`src/rtl/phase_dec_pkg.sv`:
```
// Shared types and vote encoding for the CDR phase decoder.
// Vote decode turns the encoder compare pair into a signed step.
package phase_dec_pkg;

  typedef enum logic {
    ACQ    = 1'b0,
    LOCKED = 1'b1
  } state_t;

  localparam int VOTE_UP   = 1;
  localparam int VOTE_DN   = -1;
  localparam int VOTE_HOLD = 0;

  // equal dominates: the encoder leaves comp stale while equal is set
  function automatic int vote_of(
    input logic equal,
    input logic comp
  );
    int v;
    v = VOTE_HOLD;
    unique case (1'b1)
      equal:           v = VOTE_HOLD;
      (!equal && comp):  v = VOTE_UP;
      (!equal && !comp): v = VOTE_DN;
      default:         v = VOTE_HOLD;
    endcase
    return v;
  endfunction

endpackage

```
`src/rtl/phase_decoder_vote.sv`:
```
// Signed vote integrator: strobes a step when the running sum
// hits +/-THRESH and clears itself on that edge.
module vote_filter
  import phase_dec_pkg::*;
#(
  parameter int CNT_W  = 4,
  parameter int THRESH = 4
) (
  input  logic                    i_clk,
  input  logic                    i_rst,
  input  logic                    i_en,
  input  logic signed [CNT_W-1:0] i_d,
  output logic                    o_step_up,
  output logic                    o_step_dn
);

  localparam logic signed [CNT_W-1:0] TH_P = CNT_W'(THRESH);
  localparam logic signed [CNT_W-1:0] TH_N = -TH_P;

  logic signed [CNT_W-1:0] r_vote;
  logic signed [CNT_W-1:0] w_next;

  always_comb begin
    w_next    = r_vote + i_d;
    o_step_up = i_en && (w_next == TH_P);
    o_step_dn = i_en && (w_next == TH_N);
  end

  always_ff @(posedge i_clk) begin
    if (i_rst) begin
      r_vote <= '0;
    end else if (i_en) begin
      if (o_step_up || o_step_dn) r_vote <= '0;
      else                        r_vote <= w_next;
    end
  end

endmodule

```
`src/rtl/phase_decoder.sv`:
```
// CDR phase decoder: vote filter, PI phase select with wrap,
// equal-run lock detector and step pulses.
module phase_decoder
  import phase_dec_pkg::*;
#(
  parameter int NUM_PH   = 16,
  parameter int PH_W     = 4,
  parameter int THRESH   = 4,
  parameter int CNT_W    = 4,
  parameter int LOCK_CNT = 8,
  parameter int LOCK_W   = 4
) (
  input  logic            clk_cont,
  input  logic            rst,
  input  logic            en,
  input  logic            comp,
  input  logic            equal,
  output logic [PH_W-1:0] phase_sel,
  output logic            ph_up,
  output logic            ph_dn,
  output logic            locked
);

  localparam logic [PH_W-1:0]   PH_MAX   = PH_W'(NUM_PH - 1);
  localparam logic [LOCK_W-1:0] LOCK_MAX = LOCK_W'(LOCK_CNT);

  logic signed [CNT_W-1:0] w_d;
  logic                    w_step_up;
  logic                    w_step_dn;
  logic [PH_W-1:0]         w_ph_inc;
  logic [PH_W-1:0]         w_ph_dec;
  logic [LOCK_W-1:0]       w_run_next;
  state_t                  w_state_next;

  logic [PH_W-1:0]   r_phase;
  logic              r_ph_up;
  logic              r_ph_dn;
  logic [LOCK_W-1:0] r_run;
  state_t            r_state;

  always_comb begin
    w_d = CNT_W'(vote_of(equal, comp));
  end

  vote_filter #(
    .CNT_W (CNT_W),
    .THRESH(THRESH)
  ) u_vf (
    .i_clk    (clk_cont),
    .i_rst    (rst),
    .i_en     (en),
    .i_d      (w_d),
    .o_step_up(w_step_up),
    .o_step_dn(w_step_dn)
  );

  always_comb begin
    w_ph_inc = (r_phase == PH_MAX) ? '0 : r_phase + PH_W'(1);
    w_ph_dec = (r_phase == '0) ? PH_MAX : r_phase - PH_W'(1);
    w_run_next = '0;
    if (equal) begin
      w_run_next = (r_run == LOCK_MAX) ? r_run : r_run + LOCK_W'(1);
    end
  end

  always_comb begin
    w_state_next = r_state;
    if (en) begin
      unique case (r_state)
        ACQ:    if (equal && w_run_next == LOCK_MAX) w_state_next = LOCKED;
        LOCKED: if (w_step_up || w_step_dn) w_state_next = ACQ;
        default: w_state_next = ACQ;
      endcase
    end
  end

  always_ff @(posedge clk_cont) begin
    if (rst) begin
      r_state <= ACQ;
    end else begin
      r_state <= w_state_next;
    end
  end

  always_ff @(posedge clk_cont) begin
    if (rst) begin
      r_phase <= '0;
      r_ph_up <= 1'b0;
      r_ph_dn <= 1'b0;
      r_run   <= '0;
    end else begin
      r_ph_up <= w_step_up;
      r_ph_dn <= w_step_dn;
      if (en) begin
        r_run <= w_run_next;
        if (w_step_up)      r_phase <= w_ph_inc;
        else if (w_step_dn) r_phase <= w_ph_dec;
      end
    end
  end

  assign phase_sel = r_phase;
  assign ph_up     = r_ph_up;
  assign ph_dn     = r_ph_dn;
  assign locked    = (r_state == LOCKED);

endmodule

```
`config.mk`:
```
export PLATFORM = sky130hd
export DESIGN_NAME = phase_decoder
export DESIGN_NICKNAME = d
export VERILOG_FILES = /design/src/rtl/phase_dec_pkg.sv /design/src/rtl/phase_decoder_vote.sv /design/src/rtl/phase_decoder.sv
export SDC_FILE = /design/constraint.sdc
export NUM_CORES = 1
export LEC_CHECK = 0
export CORE_UTILIZATION = 40
export DETAILED_ROUTE_END_ITERATION = 8
export PLACE_DENSITY_LB_ADDON = 0.3
export SETUP_SLACK_MARGIN = 0.5
export SLEW_MARGIN = 20
export SYNTH_ARGS = -nofsm -noshare
export SYNTH_HDL_FRONTEND = slang
export SYNTH_SLANG_ARGS = --single-unit
```
`constraint.sdc`:
```
create_clock -name clk_cont -period 5.5 [get_ports clk_cont]
set_input_delay 0.55 -clock clk_cont [delete_from_list [all_inputs] [get_ports clk_cont]]
set_output_delay 0.55 -clock clk_cont [all_outputs]
set_load 0.05 [all_outputs]
```
==> impl_metrics.env <==
# yosys + openroad results
export IMPL_yosysMostFrequentCell="dfxtp_1"
export IMPL_grtUsageTotal=0.159
export IMPL_tool_warnings=28
export IMPL_start_kind="input pin"
export IMPL_critPathKind="input pin to register"
export IMPL_tightestPinTransition_ns=0.576
export IMPL_ctsLongestPathBuffers=2
export IMPL_cts_sinks=15
export IMPL_timing_final_crit_share=0.508
export IMPL_gp_congestion=0.795
export IMPL_p_leak_uw=0.000406
export IMPL_root_buffer="clkbuf_4"
export IMPL_yosysSeqAreaShare=0.326
export IMPL_cts_resized=0
export IMPL_stdcell_area_sq_um=1070
export IMPL_cts_setup_buffers=0
export IMPL_hold_viol=0
export IMPL_cp_arrival_ns=2.97
export IMPL_status="finished clean"
export IMPL_h_tree_depth=1
export IMPL_ios=12
export IMPL_vdd_drop_max_v=0.000133
export IMPL_drt_iter0_drc=16
export IMPL_postRouteAntennaNets=0
export IMPL_antenna_found_initial=0
export IMPL_common_cells="15 x dfxtp_1, 10 x nor2_1, 9 x a21oi_1, 9 x inv_1"
export IMPL_top_area_cell="dfxtp_1"
export IMPL_placed_cell_area_sq_um=1040
export IMPL_final_layout_size_suffix_gt1_frac=0.0667
export IMPL_yosys_area_sq_um=921
export IMPL_fmax_mhz=358
export IMPL_final_max_slew_viol_count=0
export IMPL_antenna_diode_count=0
export IMPL_simple_gate_share=0.190
export IMPL_ys_flops=15
export IMPL_drv_max_cap_violation_count=0
metrics by stage:
stage               power [uW]  instances
global placement           178        144
detailed placement         179        144
CTS                        244        148
global route               256        148
finish                     238        148
floorplan                  166        110
metal layers:
metal,global-route usage,up-vias,wire length [microns]
li1,-,407,-
met1,0.191,366,844
met2,0.258,11,762
met3,0.0278,4,46
met4,0.100,0,35
met5,0,-,0
final cells by class:
class                   count  area [sq um]
inverters                   9          33.8
well taps                  28          35.0
fillers                   206          1120
flip-flops and latches     15           300
repair buffers             11           110
clock buffers               4          26.3
multi-input cells          81           566
where the power goes:
part / internal (uW) / total [uW] / leakage (uW) / switching (uW)
clock network: 28.2 / 62.0 / 0.0000150 / 33.9
registers: 114 / 120 / 0.000122 / 6.19
logic: 25.4 / 56.7 / 0.000269 / 31.3
total: 167 / 238 / 0.000406 / 71.3
worst paths after layout:
check / slack, ns / from / end / cells after the start
max reg2reg: 3.36 / u_vf.r_vote[1] / phase_sel[2] / 7
min: 0.47 / u_vf.r_vote[2] / u_vf.r_vote[2] / 2
min reg2reg: 0.47 / u_vf.r_vote[2] / u_vf.r_vote[2] / 2
max: 2.71 / equal / phase_sel[2] / 9
state kept, by name, indices dropped and copies added (netlist names):
name,cells
ph_up,1
u_vf.r_vote,4
ph_dn,1
locked,1
phase_sel,4
r_run,4
critical path, cell delays in order:
cell and delay, ns:
clkdlybuf4s50_1 0.60, inv_1 0.10, ha_1 0.24, ha_1 0.19, a21oi_1 0.15, xnor2_1 0.16, nand3_1 0.37, a21oi_1 0.27
mux2_2 0.35
**Clock wires, drivers and flops**

Scale bar: 10 microns.
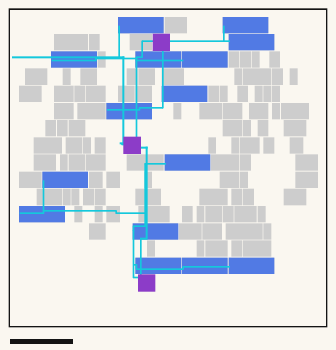
- blue: flip-flops (count 15)
- cyan: clock wires (length 200 microns)
- purple: clock-net drivers (count 3)
- routed clock nets: 4
Latency at later pin: 0.28 ns
clk pwr: 62.0 uW
Clock power frac: 0.260
Final Skew: 0.00507 ns

**The metal 3 layer**

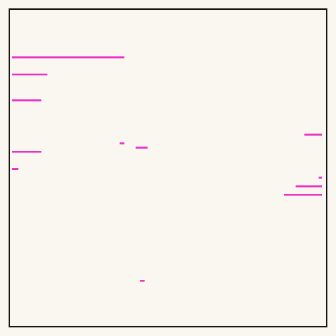
- main direction: horizontal
- share of all routed wire: 2.8%
routing usage on met3: 0.0278
routed vias: 788
WL final: 1.69 mm

**Cell density map**

10 x 10 tiles, from white (low) to dark blue (high), 0 to 100% covered.
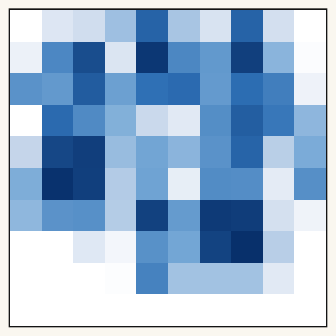
- tiles over 75% full: 20%
- nearly empty tiles: 22%
- fullest tile: 100%
- densest ninth of the die: west
- mean over tiles: 42%
- emptiest ninth of the die: south-west
fin util: 0.489
CORE AREA: 2190 sq um
fp util: 0.420

**Pin placement**

Pins as bars across the die edge, other pins in grey.
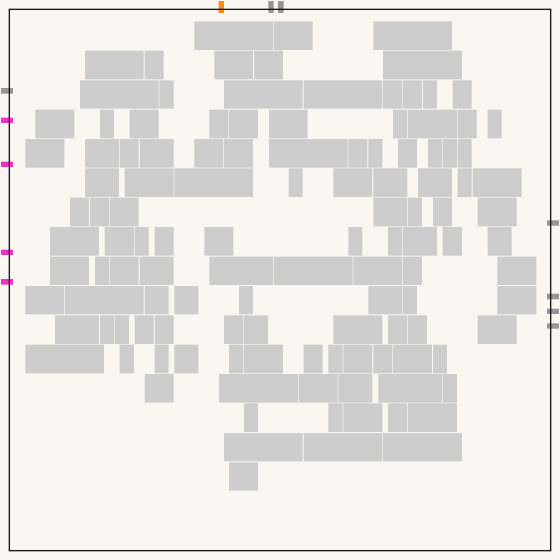
- magenta: phase_sel (pins 4; direction output; edge west)
- orange: rst (pins 1; direction input; edge north)
Die Ht: 50.0 microns
die width: 50.0 microns

Power is estimated from default activity; no workload was simulated.
